**config.mk**
```make
export PLATFORM = sky130hd
export DESIGN_NAME = pc_ctrl
export DESIGN_NICKNAME = d
export VERILOG_FILES = /design/src/rtl/pc_ctrl_pkg.sv /design/src/rtl/pc_redirect_sel.sv /design/src/rtl/pc_ctrl.sv
export SDC_FILE = /design/constraint.sdc
export NUM_CORES = 1
export LEC_CHECK = 0
export ABC_AREA = 1
export CAP_MARGIN = 10
export CORE_ASPECT_RATIO = 0.8
export CORE_MARGIN = 10
export CORE_UTILIZATION = 35
export DETAILED_ROUTE_END_ITERATION = 10
export GPL_TIMING_DRIVEN = 0
export PLACE_DENSITY_LB_ADDON = 0.15
export SLEW_MARGIN = 10
export SYNTH_ARGS = -nofsm -noshare
export SYNTH_HDL_FRONTEND = slang
export SYNTH_SLANG_ARGS = --single-unit
```
**constraint.sdc**
```tcl
create_clock -name clk -period 1.9 [get_ports clk]
set_input_delay 0.19 -clock clk [delete_from_list [all_inputs] [get_ports clk]]
set_output_delay 0.19 -clock clk [all_outputs]
set_load 0.05 [all_outputs]
```
**src/rtl/pc_ctrl_pkg.sv**
```systemverilog
// Shared types and constants for the PC control slice: FSM state encoding,
// redirect cause encoding and the sequential fetch step.
package pc_ctrl_pkg;

    typedef enum logic [1:0] {
        ST_BOOT     = 2'd0,
        ST_RUN      = 2'd1,
        ST_WAIT     = 2'd2,
        ST_REDIRECT = 2'd3
    } pc_state_e;

    typedef enum logic [2:0] {
        CAUSE_NONE     = 3'd0,
        CAUSE_TRAP     = 3'd1,
        CAUSE_JUMP     = 3'd2,
        CAUSE_BRANCH   = 3'd3,
        CAUSE_MISALIGN = 3'd4
    } redirect_cause_e;

    localparam logic [31:0] PC_STEP = 32'd4;

    function automatic logic is_misaligned(input logic [31:0] addr);
        return addr[1:0] != 2'b00;
    endfunction

endpackage

```
**src/rtl/pc_redirect_sel.sv**
```systemverilog
// Combinational redirect selector: trap beats jump beats branch.
// With PC_CTRL_MISALIGN_CHK_EN defined, a misaligned jump/branch target becomes a trap redirect.
module pc_redirect_sel
    import pc_ctrl_pkg::*;
#(
    parameter logic [31:0] TRAP_VECTOR = 32'h0000_0100
) (
    input  logic            trap,
    input  logic            jump,
    input  logic [31:0]     jump_target,
    input  logic            branch_taken,
    input  logic [31:0]     branch_target,
    output logic            redirect,
    output logic [31:0]     target,
    output redirect_cause_e cause
);

    always_comb begin
        redirect = 1'b0;
        target   = TRAP_VECTOR;
        cause    = CAUSE_NONE;
        if (trap) begin
            redirect = 1'b1;
            target   = TRAP_VECTOR;
            cause    = CAUSE_TRAP;
        end else if (jump) begin
            redirect = 1'b1;
            target   = jump_target;
            cause    = CAUSE_JUMP;
        end else if (branch_taken) begin
            redirect = 1'b1;
            target   = branch_target;
            cause    = CAUSE_BRANCH;
        end
`ifdef PC_CTRL_MISALIGN_CHK_EN
        // Only control-flow targets are checked; the trap vector is trusted.
        if ((cause == CAUSE_JUMP || cause == CAUSE_BRANCH) && is_misaligned(target)) begin
            target = TRAP_VECTOR;
            cause  = CAUSE_MISALIGN;
        end
`endif
    end

endmodule

```
**src/rtl/pc_ctrl.sv**
```systemverilog
// PC control FSM: boot sequencing, sequential fetch, stalls, memory waits and redirects.
// Optional misaligned-target trapping is enabled by defining PC_CTRL_MISALIGN_CHK_EN.
module pc_ctrl
    import pc_ctrl_pkg::*;
#(
    parameter logic [31:0] RESET_VECTOR = 32'h0000_0000,
    parameter logic [31:0] TRAP_VECTOR  = 32'h0000_0100,
    parameter int unsigned BOOT_CYCLES  = 2
) (
    input  logic        clk,
    input  logic        rst_n,
    input  logic [31:0] pc_in,
    input  logic        stall,
    input  logic        imem_ready,
    input  logic        branch_taken,
    input  logic [31:0] branch_target,
    input  logic        jump,
    input  logic [31:0] jump_target,
    input  logic        trap,
    output logic        pc_en,
    output logic [31:0] next_pc,
    output logic        fetch_valid,
    output logic        flush,
    output logic        misalign_err,
    output logic [1:0]  state
);

    localparam logic [3:0] BOOT_LAST = 4'(BOOT_CYCLES - 1);

    pc_state_e       state_q, state_d;
    logic [3:0]      boot_cnt_q, boot_cnt_d;
    logic            sel_redirect;
    logic [31:0]     sel_target;
    redirect_cause_e sel_cause;

    pc_redirect_sel #(
        .TRAP_VECTOR (TRAP_VECTOR)
    ) u_sel (
        .trap          (trap),
        .jump          (jump),
        .jump_target   (jump_target),
        .branch_taken  (branch_taken),
        .branch_target (branch_target),
        .redirect      (sel_redirect),
        .target        (sel_target),
        .cause         (sel_cause)
    );

    always_ff @(posedge clk or negedge rst_n) begin
        if (!rst_n) begin
            state_q    <= ST_BOOT;
            boot_cnt_q <= 4'd0;
        end else begin
            state_q    <= state_d;
            boot_cnt_q <= boot_cnt_d;
        end
    end

    // rst_n also gates the decode so outputs take reset values without waiting for a clock.
    always_comb begin
        state_d      = state_q;
        boot_cnt_d   = boot_cnt_q;
        pc_en        = 1'b0;
        next_pc      = pc_in;
        fetch_valid  = 1'b0;
        flush        = 1'b0;
        misalign_err = 1'b0;
        if (!rst_n) begin
            next_pc = RESET_VECTOR;
        end else begin
            unique case (state_q)
                ST_BOOT: begin
                    if (boot_cnt_q == 4'd0) begin
                        pc_en   = 1'b1;
                        next_pc = RESET_VECTOR;
                    end
                    if (boot_cnt_q == BOOT_LAST) begin
                        state_d    = ST_RUN;
                        boot_cnt_d = 4'd0;
                    end else begin
                        boot_cnt_d = boot_cnt_q + 4'd1;
                    end
                end
                ST_RUN, ST_WAIT: begin
                    if (sel_redirect) begin
                        pc_en        = 1'b1;
                        next_pc      = sel_target;
                        flush        = 1'b1;
                        misalign_err = (sel_cause == CAUSE_MISALIGN);
                        state_d      = ST_REDIRECT;
                    end else if (stall) begin
                        state_d = state_q;
                    end else if (!imem_ready) begin
                        state_d = ST_WAIT;
                    end else begin
                        pc_en       = 1'b1;
                        next_pc     = pc_in + PC_STEP;
                        fetch_valid = 1'b1;
                        state_d     = ST_RUN;
                    end
                end
                ST_REDIRECT: begin
                    state_d = ST_RUN;
                end
                default: begin
                    state_d = ST_BOOT;
                end
            endcase
        end
    end

    assign state = state_q;

endmodule

```
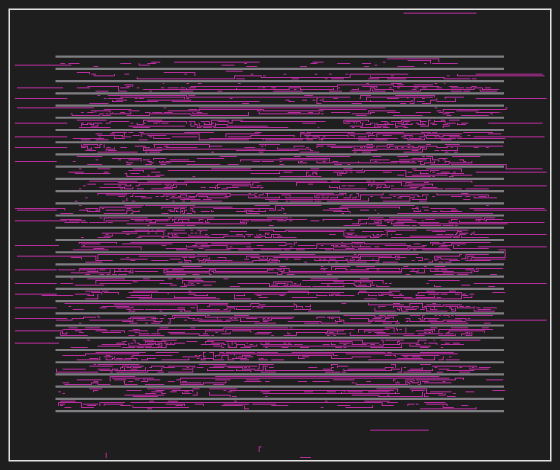
met1.png
Supply wires on this layer in gray.
wire length on this layer: 7,140 um
longest straight run: 59.8 um
main direction: horizontal
Vias: 4,865
final WL: 17,300 um
met1 Usage GRT: 33.0%

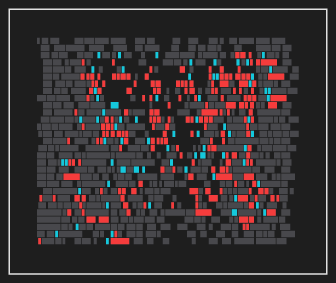
gate_families.png
legend:
  inverters:
    color: cyan
    cells: 69
    most_used: inv_1
  NAND gates:
    color: red
    cells: 192
    most_used: nand2_1
Comb area share: 52.4%
most numerous logic cell after layout: nand2_1
non-filler cells in the finished layout: 833

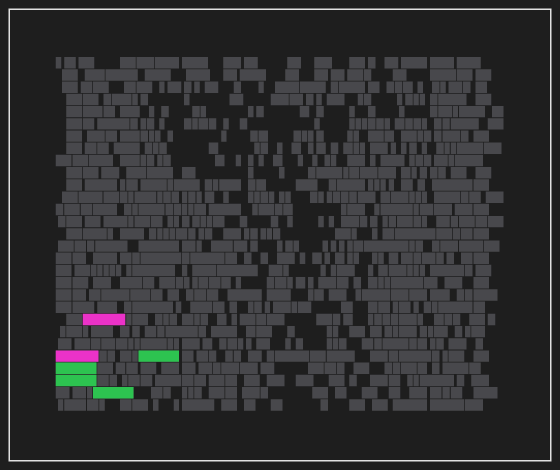
registers.png
Other cells in gray.
legend:
  boot_cnt_q:
    color: green
    flops: 4
    where: south-west
  state:
    color: magenta
    flops: 2
flop share of the area: 2.62%
Storage cell area: 153 um2
post-layout util: 74.1%
seq pwr: 0.260 mW

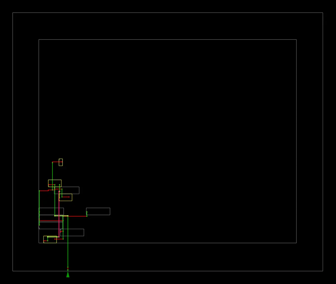
final_clocks.png
Latency at later pin: 0.23 ns
seq_cells: 6
CTS Buf Count: 3
clock skew: 0.00265 ns

==> per-stage QoR <==
step                instances  utilization [%]  TNS [ns]  hold slack [ns]  setup WS, ns
finish                    833             74.1     -4.52            0.507        -0.218
global route              833             74.1     -5.60            0.535        -0.253
CTS                       816             68.8     -1.56            0.501        -0.159
detailed placement        786             59.5    -40.76            0.449         -1.35
global placement          786             59.5    -39.23            0.446         -1.29
floorplan                 540                -    -0.495           -0.106       -0.0554
==> sequential cells by signal, summed over array words and instances (netlist names) <==
| register | cells |
|---|---|
| boot_cnt_q | 4 |
| state | 2 |
==> layer usage <==
metal  global-route usage, %  vias to the layer above  routed length (um)
li1                        -                     2227                   -
met1                    33.0                     2287                7140
met2                    43.5                      292                7900
met3                    4.15                       59                1680
met4                    5.28                        0                 567
met5                       0                        -                   0
==> flow_metrics.env <==
# source this file to load flow results
export IMPL_status="finished, violations left"
export IMPL_violations="setup timing"
export IMPL_crit_path_max_incr_delay_ns=0.42
export IMPL_period_used_pct=111
export IMPL_num_fill_cells=625
export IMPL_num_clock_buffers=4
export IMPL_diodes=0
export IMPL_area_leaders="nand2_1 (15%), o21ai_0 (14%), nand3_1 (12%), inv_1 (8.7%), a22oi_1 (7.2%)"
export IMPL_lay_top_cells="nand2_1 (95), clkdlybuf4s50_1 (71), inv_1 (57), nand3_1 (56), o21ai_0 (46)"
export IMPL_synth_top_area_share_pct=14.8
export IMPL_crit_cells=8
export IMPL_p_clk_mw=0.212
export IMPL_ys_area_um2=2810
export IMPL_logic_area_um2=3060
export IMPL_cts_setup_buffers=21
export IMPL_worst_slew_pin_slew_ns=0.528
export IMPL_via_per_inst=5.84
export IMPL_nonClkBufAreaFrac_pct=37.2
export IMPL_firstDrtPassIters=7
export IMPL_p_sw_share_pct=55.5
export IMPL_rsz0062_at_grt="true"
export IMPL_crit_slowest_cell="dfrtp_2"
export IMPL_drcViolationCount=0
export IMPL_ys_seq_share_pct=5.34
export IMPL_crit_type="reg -> out"
export IMPL_reg2reg_slack_ns=0.11
export IMPL_seqPwrFrac_pct=3.5
export IMPL_slew_headroom_pct=64.7
export IMPL_syn_cell_area_um2=2810
export IMPL_ctsHtreeMaxLevel=1
export IMPL_maxPowerGroup="combinational cells"
export IMPL_cts_buffer_depth=2
export IMPL_io_pins=141
export IMPL_worst_r2r_startpoint="boot_cnt_q[3]$_DFFE_PN0P_"
export IMPL_fin_total_pwr_mw=7.52
export IMPL_initial_utilization_pct=35.7
export IMPL_synth_cells=540
export IMPL_ir_drop_uv=1210
export IMPL_synth_async_sr_flop_share_pct=100
export IMPL_design_area_um2=5830
export IMPL_synthAdderAreaFrac_pct=1.34
export IMPL_pwr_share_clk_pct=2.8
export IMPL_cts_tree="built"
export IMPL_cp_startpoint="state[0]$_DFFE_PN0P_"
export IMPL_top_cell="nand2_1"
export IMPL_period_minus_slack_ns=2.12
export IMPL_r2r_end="state[1]$_DFFE_PN0P_"
export IMPL_largest_cell_class="logic gates"
export IMPL_nNonClkBuffers=214
export IMPL_post_cts_resized=414
export IMPL_grt_pass1_wl_um=25100
export IMPL_grt_overflow_total=0
export IMPL_clock_fmax_mhz=472
export IMPL_pg_comb_mw=7.04
export IMPL_setup_ws_ns=-0.218
export IMPL_synth_cellmix_compoundShare_pct=33.8
export IMPL_endpoint="next_pc[26]"
export IMPL_dp_hpwl_um=12000
export IMPL_ant_nets=0
export IMPL_dpl_cell_area_um2=4690
export IMPL_grt_max_degree=11
export IMPL_maxSlewViolCount=0
export IMPL_p_sw_mw=4.17
export IMPL_power_leakage_nw=2.33
export IMPL_die_width_um=120
export IMPL_hold_class="in -> async"
export IMPL_path_buffers=4
export IMPL_die_area_um2=12000
export IMPL_cts_hold_buffers_added=1
export IMPL_setup_viol_count_final=33
export IMPL_drive_gt1_share_pct=37.2
export IMPL_cp_end_kind="output port"
export IMPL_maxCapViolations=0
export IMPL_grt_pass1_vias=4668
export IMPL_cellPowerDensity_nw_per_um2=1290
export IMPL_gp_congestion=0.955
export IMPL_synth_avg_cell_area_um2=5.20
export IMPL_logic_gate_count=432
export IMPL_wire_per_inst_um=20.8
export IMPL_p_int_mw=3.35
export IMPL_nWellTaps=108
export IMPL_warnings=30
export IMPL_logic_family="simple AND/OR/NAND/NOR gates"
export IMPL_reg2reg_depth=12
export IMPL_grt_use_total_pct=25.5
export IMPL_synthesis_nets=646
export IMPL_power_frac_comb_pct=93.7
export IMPL_area_delta_synth_final_pct=108
export IMPL_portBuffers=138
export IMPL_yosys_cells=540
export IMPL_worstPathRequired_ns=1.71
export IMPL_edf_count=0
export IMPL_yosysWarnings=0
export IMPL_drt_iter0_drc=470
export IMPL_synthMuxAreaShare_pct=0
export IMPL_crit_chain="inv_2 > ha_4 > inv_6 > buf_4 > a311oi_2 > a21oi_2 > nor2_4 > buf_8"
export IMPL_core_um2=7870
export IMPL_arrival_ns=1.93
export IMPL_ys_sh_simple_pct=43.1
export IMPL_top_cells_by_count="nand2_1 (111), o21ai_0 (79), nand3_1 (69)"
export IMPL_synth_area_leader_cell="nand2_1"
export IMPL_rows=29
export IMPL_yosysUniqueCellTypes=40
export IMPL_clkCellAreaFrac_pct=0.772
export IMPL_xor_share_pct=0.623
export IMPL_die_y_um=100
export IMPL_cts_root_buf="clkbuf_8"
export IMPL_clk_pin_slew_ns=0.04
export IMPL_crit_family="buffers and inverters"
export IMPL_clock_sinks=6
export IMPL_ys_flops=6
export IMPL_hold_viol=0
export IMPL_antenna_found_initial=0
export IMPL_cp_max_fo=5
Power is estimated from default activity; no workload was simulated.
